run_1/flops_by_reg.png
Other sequential cells in the stronger gray, the rest of the logic in the fainter gray.
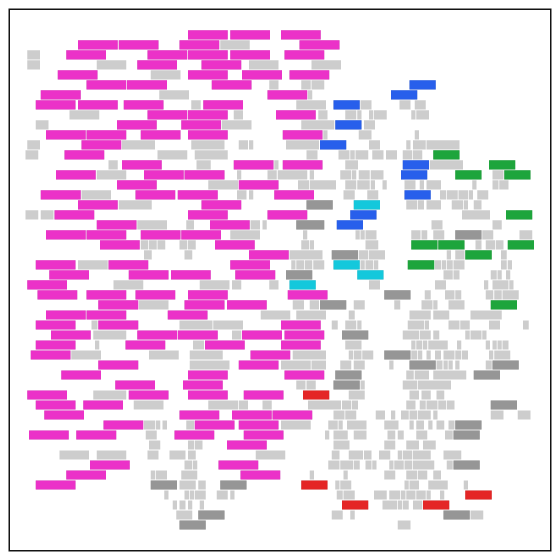
run_1/logic_types.png
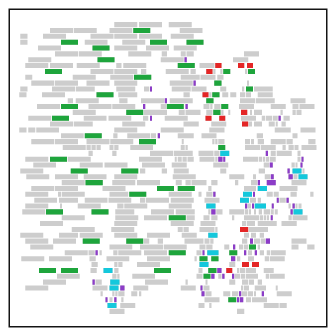
run_1/congestion.png
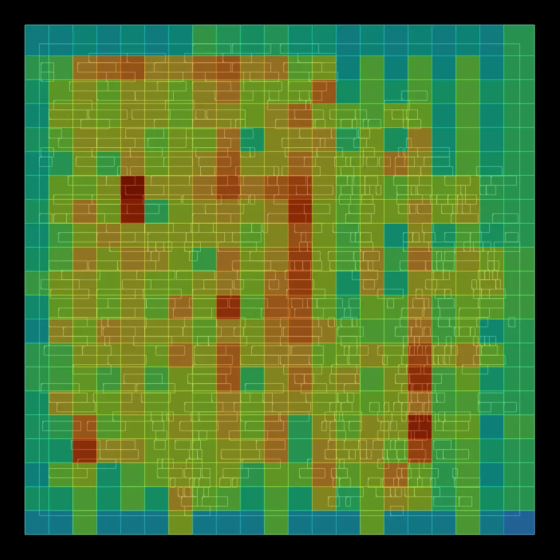
Design ps2_kbd_tx, sky130hd; sources not shown.
==> results_dict.tcl, run 1 <==
# flow metrics
set metrics [dict create \
    status "complete, no violations" \
    wire_length_on_met1_um 7470 \
    layout.clock_buffers 18 \
    mux_share_pct 11.5 \
    worst-path-stages 14 \
    post_synth_xor_area_fraction_pct 3.75 \
    power_combinational_mw 1.88 \
    yosysChipArea_sq_mm 0.00771 \
    clock_power_mw 1.88 \
    fin_skew_ps 15.2 \
    antenna_found_initial 0 \
    critPathRequiredTime_ps 3800 \
    top_power_group "registers" \
    largestClassByArea "registers" \
    grt_start_max_net_pins 51 \
    number_of_inverters_outside_the_clock_class_in_the_layout 11 \
    yosys.area_share.simple_pct 10.1 \
    comb_power_share_pct 29.3 \
    die.size.y_um 147 \
    buffers 27 \
    p_per_area_mw_per_mm2 730 \
    yosys.stat.seqShare_pct 63.6 \
    postSynthCellCount 529 \
    cp-end-kind "register" \
    power_frac_seq_pct 41.4 \
    yosysWarnings 0 \
    globalplace.congestion 0.757 \
    worst_path_max_delay_cell "or4b_4" \
    post_route_minimum_period_ps 3350 \
    clockBufferDepth 2 \
    buf_inv_stages_crit_path 1 \
    floorplan.die_area_sq_mm 0.0216 \
    area_leaders "edfxtp_1 (50%), dfxtp_1 (14%), mux4_2 (9.3%)" \
    hold_violations 0 \
    p_sw_share_pct 31.3 \
    cellLeakagePower_nw 2.95 \
    post-place-ws_ps 24.3 \
    synth-compound-area-share_pct 6.24 \
    num_rows 50 \
    viasPerCell 5.29 \
    numSynthFlops 181 \
    dr_total_vias 4335 \
    clk_latency_ps 430 \
    timing.critical_path.from_type "register" \
    cts_buffers 17 \
    max_ffs_per_register 128 \
    post-dp-hpwl_um 10100 \
    grt_remaining_overflow 0 \
    netlist_logic_family_top "multiplexers" \
    htree_levels 4 \
    path_cells "inv_1 -> ha_2 -> nand2b_1 -> and2_1 -> a21oi_4 -> mux2i_1 -> ha_2 -> xor2_1 -> mux2_2 -> o22ai_1 -> a311o_1 -> or4b_4 -> nor2b_4 -> a21oi_1" \
    ios 16 \
    worst_hold_path_type "reg2reg" \
    grt_util_met3_pct 3.36 \
    timing.critical_path.max_delay_family "simple AND/OR/NAND/NOR gates" \
    cp.arrival_ps 3610 \
    tritoncts "yes" \
    mi_logic_area_sq_mm 0.00266 \
    proportion_of_final_cell_area_spent_on_non_clock_buffers_pct 2.82 \
    placed_area_sq_mm 0.00815 \
    ys_cells 529 \
    n_fill_cell 1658 \
    peakVddDrop_mv 0.314 \
    initial_core_util_pct 41.0 \
    power.total_mw 6.40 \
    timing.reg2reg.worst_path_depth 14 \
    dr_wl_met2_um 7980 \
    top_cell_type_by_total_area_after_synthesis "edfxtp_1" \
    detail_route.drc_violations 0 \
    place.port_buffers 15 \
    tapCellCount 260 \
    vias_in_the_first_global_route 4285 \
    place.detailed.instances 787 \
    intPower_mw 4.40 \
    relSlewSlack_pct 36.4 \
    wl_um 16000 \
    clkPwrFrac_pct 29.3 \
    log.warning_count 34 \
    setup-tns-final_ps 0 \
    worst_pin_slew_ps 954 \
    fa_ha_area_share_pct 2.60 \
    grt.busiest_layer "met2" \
    worst_setup_hold_path_clk_slew_ps 70 \
    cts_root_buffer "clkbuf_16" \
    worstHoldPathCells 1 \
    core-area_sq_mm 0.0188 \
    lay_top_cells "edfxtp_1 (128), dfxtp_1 (52), nand2_1 (39)" \
    crit_type "reg2reg" \
    final-clk-cell-share_pct 6.69 \
    post_synth_num_cell_types 55 \
    cpPeakStageDelay_ps 560 \
    grt_first_pass_wirelength_um 24900 \
    post_synth_most_frequent_cells "edfxtp_1 (128), dfxtp_1 (53), nand2_1 (39)" \
    postSynthAreaPerCell_sq_um 14.6 \
    groute.layer.met2.usage_pct 25.4 \
    drt_pre_antenna_iters 4 \
    crit_fanout 5 \
    yosys_most_used_dff "edfxtp_1" \
    final.hold.worst_slack_ps 464 \
    switchingPower_mw 2.01 \
    finalSetupViolCount 0 \
]
About flops_by_reg.png:
cnt -> green  # sequential cells 11, where east
u_fifo.count -> red  # sequential cells 5
u_fifo.rd_ptr -> cyan  # sequential cells 4
shreg -> blue  # sequential cells 10
u_fifo.mem -> magenta  # sequential cells 128
share of the final layout cell area in sequential cells: 55.9%
area taken by flip-flops and latches: 0.00491 sq mm
core utilization of the finished layout: 46.6%
flip-flop and latch power: 2.65 mW

About logic_types.png:
adder and majority cells -> cyan  # cells 16, most used ha_1
multiplexers -> green  # cells 48, most used mux4_2
AND-OR and OR-AND gates -> red  # cells 13, most used a211o_1
NAND gates -> purple  # cells 53, most used nand2_1
final standard cell count with taps included and fillers excluded: 820
share of the final layout cell area in multi-input gates: 30.4%
Commonest Layout Cell: edfxtp_1

About congestion.png:
met1 Resource Use GR: 20.3%
routed length per placed instance: 19.5 um

run_1/layer_met3.png
Bar = 50 um.
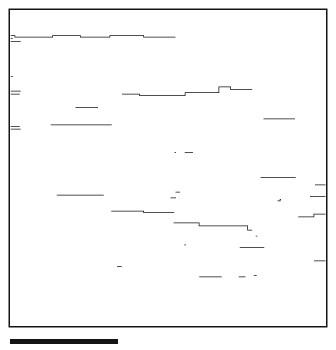

==> inputs of run 2 (changes only) <==
ABC_CLOCK_PERIOD_IN_PS = 3950   (was 3540)
CTS_CLUSTER_DIAMETER = 150   (was not set)
clock period = 3.95 ns   (was 3.54 ns; I/O delays follow)
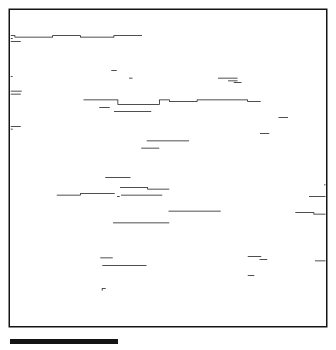
run_2/layer_met3.png
Bar = 50 um.
longest straight run = 25.8 um
wire length on this layer = 447 um
detailed-route wire length: 15300 um
via count of the routed design: 4264
GR Util met3: 3.55%

==> run 2 against run 1 <==
  * Global-route usage shrank 0.69 points
  * Core utilization decreased by 0.32 points
  * Critical path type unchanged
  * Critical path depth did not move
  * Wire length shrank 4.4%
  * Die size stayed put
  * First-iteration DRC count grew 7.1%
  * Clock skew shrank 4.6 ps
  * Clock power decreased by about 10%
  * Largest cell class unchanged
  * Non-clock buffer count down 4
  * Cell area down 0.68%
==> results_dict.tcl, run 2 <==
# flow metrics
set metrics [dict create \
    numSynthFlops 181 \
    lay_top_cells "edfxtp_1 (128), dfxtp_1 (52), nand2_1 (39)" \
    area_growth_syn_to_layout_pct 12.9 \
    wire_length_on_met1_um 7030 \
    drt_iter0_markers 286 \
    max_ffs_per_register 128 \
    worst_setup_hold_path_clk_slew_ps 60 \
    post_synth_xor_area_fraction_pct 3.75 \
    post_synth_most_frequent_cells "edfxtp_1 (128), dfxtp_1 (53), nand2_1 (39)" \
    ios 16 \
    clk_latency_ps 420 \
    cell_area_after_synthesis_sq_mm 0.00771 \
    crit_fanout 7 \
    seq-cell-share_pct 56.3 \
    post-dp-hpwl_um 9930 \
    switchingPower_mw 1.72 \
    worstHoldPathCells 1 \
    slack_of_the_worst_reg_to_reg_path_ps 410 \
    cpPeakStageDelay_ps 570 \
    final.setup.worst_slack_ps 410 \
    placed_area_sq_mm 0.00812 \
    post_route_minimum_period_ps 3540 \
    yosys.area_share.simple_pct 10.1 \
    setup-tns-final_ps 0 \
    yosysWarnings 0 \
    power_frac_seq_pct 42.1 \
    netlist_logic_family_top "multiplexers" \
    clkPwrFrac_pct 29.8 \
    cp.arrival_ps 3800 \
    report.final.slew_viol_count 0 \
    yosysChipArea_sq_mm 0.00771 \
    highest-signal-layer "met4" \
    p_per_area_mw_per_mm2 652 \
    antenna_found_initial 0 \
    final_area_sq_mm 0.00871 \
    finalSetupViolCount 0 \
    ant_nets 0 \
    relSlewSlack_pct 36.9 \
    place.port_buffers 15 \
    finalNonFillerCells 816 \
    peakVddDrop_mv 0.327 \
    ys_cells 529 \
    comb_power_share_pct 28.1 \
    postSynthCellCount 529 \
    max-cap-violations 0 \
    path_cells "inv_1 -> ha_1 -> and3b_1 -> nand4_2 -> a21oi_1 -> mux2i_1 -> ha_1 -> xor2_1 -> mux2_2 -> o22ai_1 -> a311o_1 -> or4b_4 -> nor2b_4 -> a21oi_1" \
    core-area_sq_mm 0.0188 \
    worst-path-stages 14 \
    regArea_sq_mm 0.00491 \
    cts_root_buffer "clkbuf_16" \
    yosys_most_used_dff "edfxtp_1" \
    synth_top_area_share_pct 49.8 \
    clockBufferDepth 2 \
    num_rows 50 \
    critPathRequiredTime_ps 4210 \
    top_power_group "registers" \
    grt.total_usage_pct 14.9 \
    grt_first_pass_wirelength_um 23700 \
    drt-wirelength-per-cell_um 18.7 \
    post_synth_num_cell_types 55 \
    tritoncts "yes" \
    synth-compound-area-share_pct 6.24 \
    syn_nets 556 \
    intPower_mw 3.96 \
    timing.critical_path.max_delay_family "simple AND/OR/NAND/NOR gates" \
    worst_path_max_delay_cell "or4b_4" \
    final-clk-cell-share_pct 6.82 \
    power_combinational_mw 1.59 \
    timing.critical_path.from_type "register" \
    p_sw_share_pct 30.4 \
    log.warning_count 34 \
    tapCellCount 260 \
    top_cell_type_by_total_area_after_synthesis "edfxtp_1" \
    grt.met1_usage_pct 18.9 \
    floorplan.die_area_sq_mm 0.0216 \
    buf_inv_stages_crit_path 1 \
    grt_setup_unrepaired "false" \
    layout.cells.most_common "edfxtp_1" \
    cp-end-kind "register" \
    status "complete, no violations" \
    initial_core_util_pct 41.0 \
    combAreaFraction_pct 30.3 \
    cts_sinks 181 \
    number_of_logic_gates 309 \
    max_clock_freq_mhz 282 \
    mi_logic_area_sq_mm 0.00264 \
    postSynthAreaPerCell_sq_um 14.6 \
    viasPerCell 5.23 \
    length_of_routed_met3_wiring_um 447 \
    detail_route.drc_violations 0 \
    proportion_of_final_cell_area_spent_on_non_clock_buffers_pct 2.36 \
    number_of_inverters_outside_the_clock_class_in_the_layout 11 \
    globalplace.congestion 0.772 \
    worst_pin_slew_ps 947 \
    vias_in_the_first_global_route 4219 \
    fin_skew_ps 10.6 \
    area_leaders "edfxtp_1 (50%), dfxtp_1 (14%), mux4_2 (9.3%)" \
    ys_async_sr_fraction_pct 0 \
    hold_violations 0 \
    diodes 0 \
    seq_cells 181 \
    yosys.stat.seqShare_pct 63.6 \
    n_fill_cell 1657 \
    dr_wl_met2_um 7740 \
    crit_type "reg2reg" \
    groute.layer.met2.usage_pct 24.7 \
    mux_share_pct 11.5 \
    cts_buffers 17 \
    synth-edff-count 128 \
    timing.reg2reg.worst_path_depth 14 \
    power.total_mw 5.68 \
    min_period_over_period_pct 89.6 \
    cellLeakagePower_nw 2.93 \
    final_net_count 570 \
    grt_remaining_overflow 0 \
    grt.busiest_layer "met2" \
    clock_power_mw 1.69 \
    worst_hold_path_type "reg2reg" \
    post_route_cells_drive_above_1_share_pct 16.0 \
    place.detailed.instances 784 \
    post-place-ws_ps 375 \
    fa_ha_area_share_pct 2.60 \
    die.size.y_um 147 \
    most_common_cell "edfxtp_1" \
    grt_start_max_net_pins 51 \
    htree_levels 4 \
    final.hold.worst_slack_ps 457 \
    buffers 23 \
    drt_pre_antenna_iters 4 \
    layout.clock_buffers 18 \
    largestClassByArea "registers" \
    fp.dieW_um 147 \
]
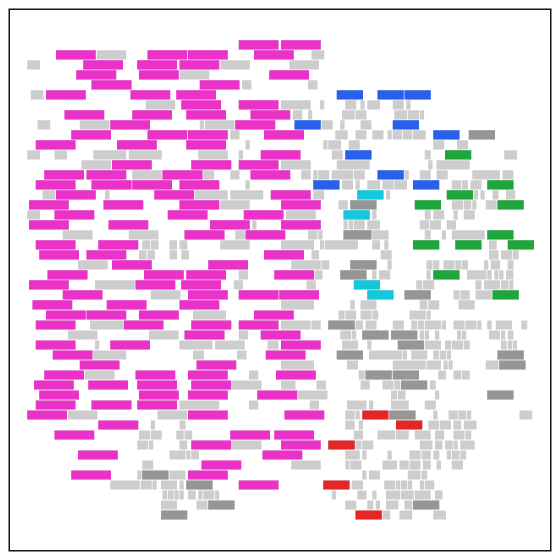
run_2/flops_by_reg.png
Other sequential cells in the stronger gray, the rest of the logic in the fainter gray.
shreg -> blue  # sequential cells 10
u_fifo.mem -> magenta  # sequential cells 128
cnt -> green  # sequential cells 11, where east
u_fifo.rd_ptr -> cyan  # sequential cells 4
u_fifo.count -> red  # sequential cells 5
flip-flop and latch power: 2.39 mW
core utilization of the finished layout: 46.3%

Power is estimated from default activity; no workload was simulated.
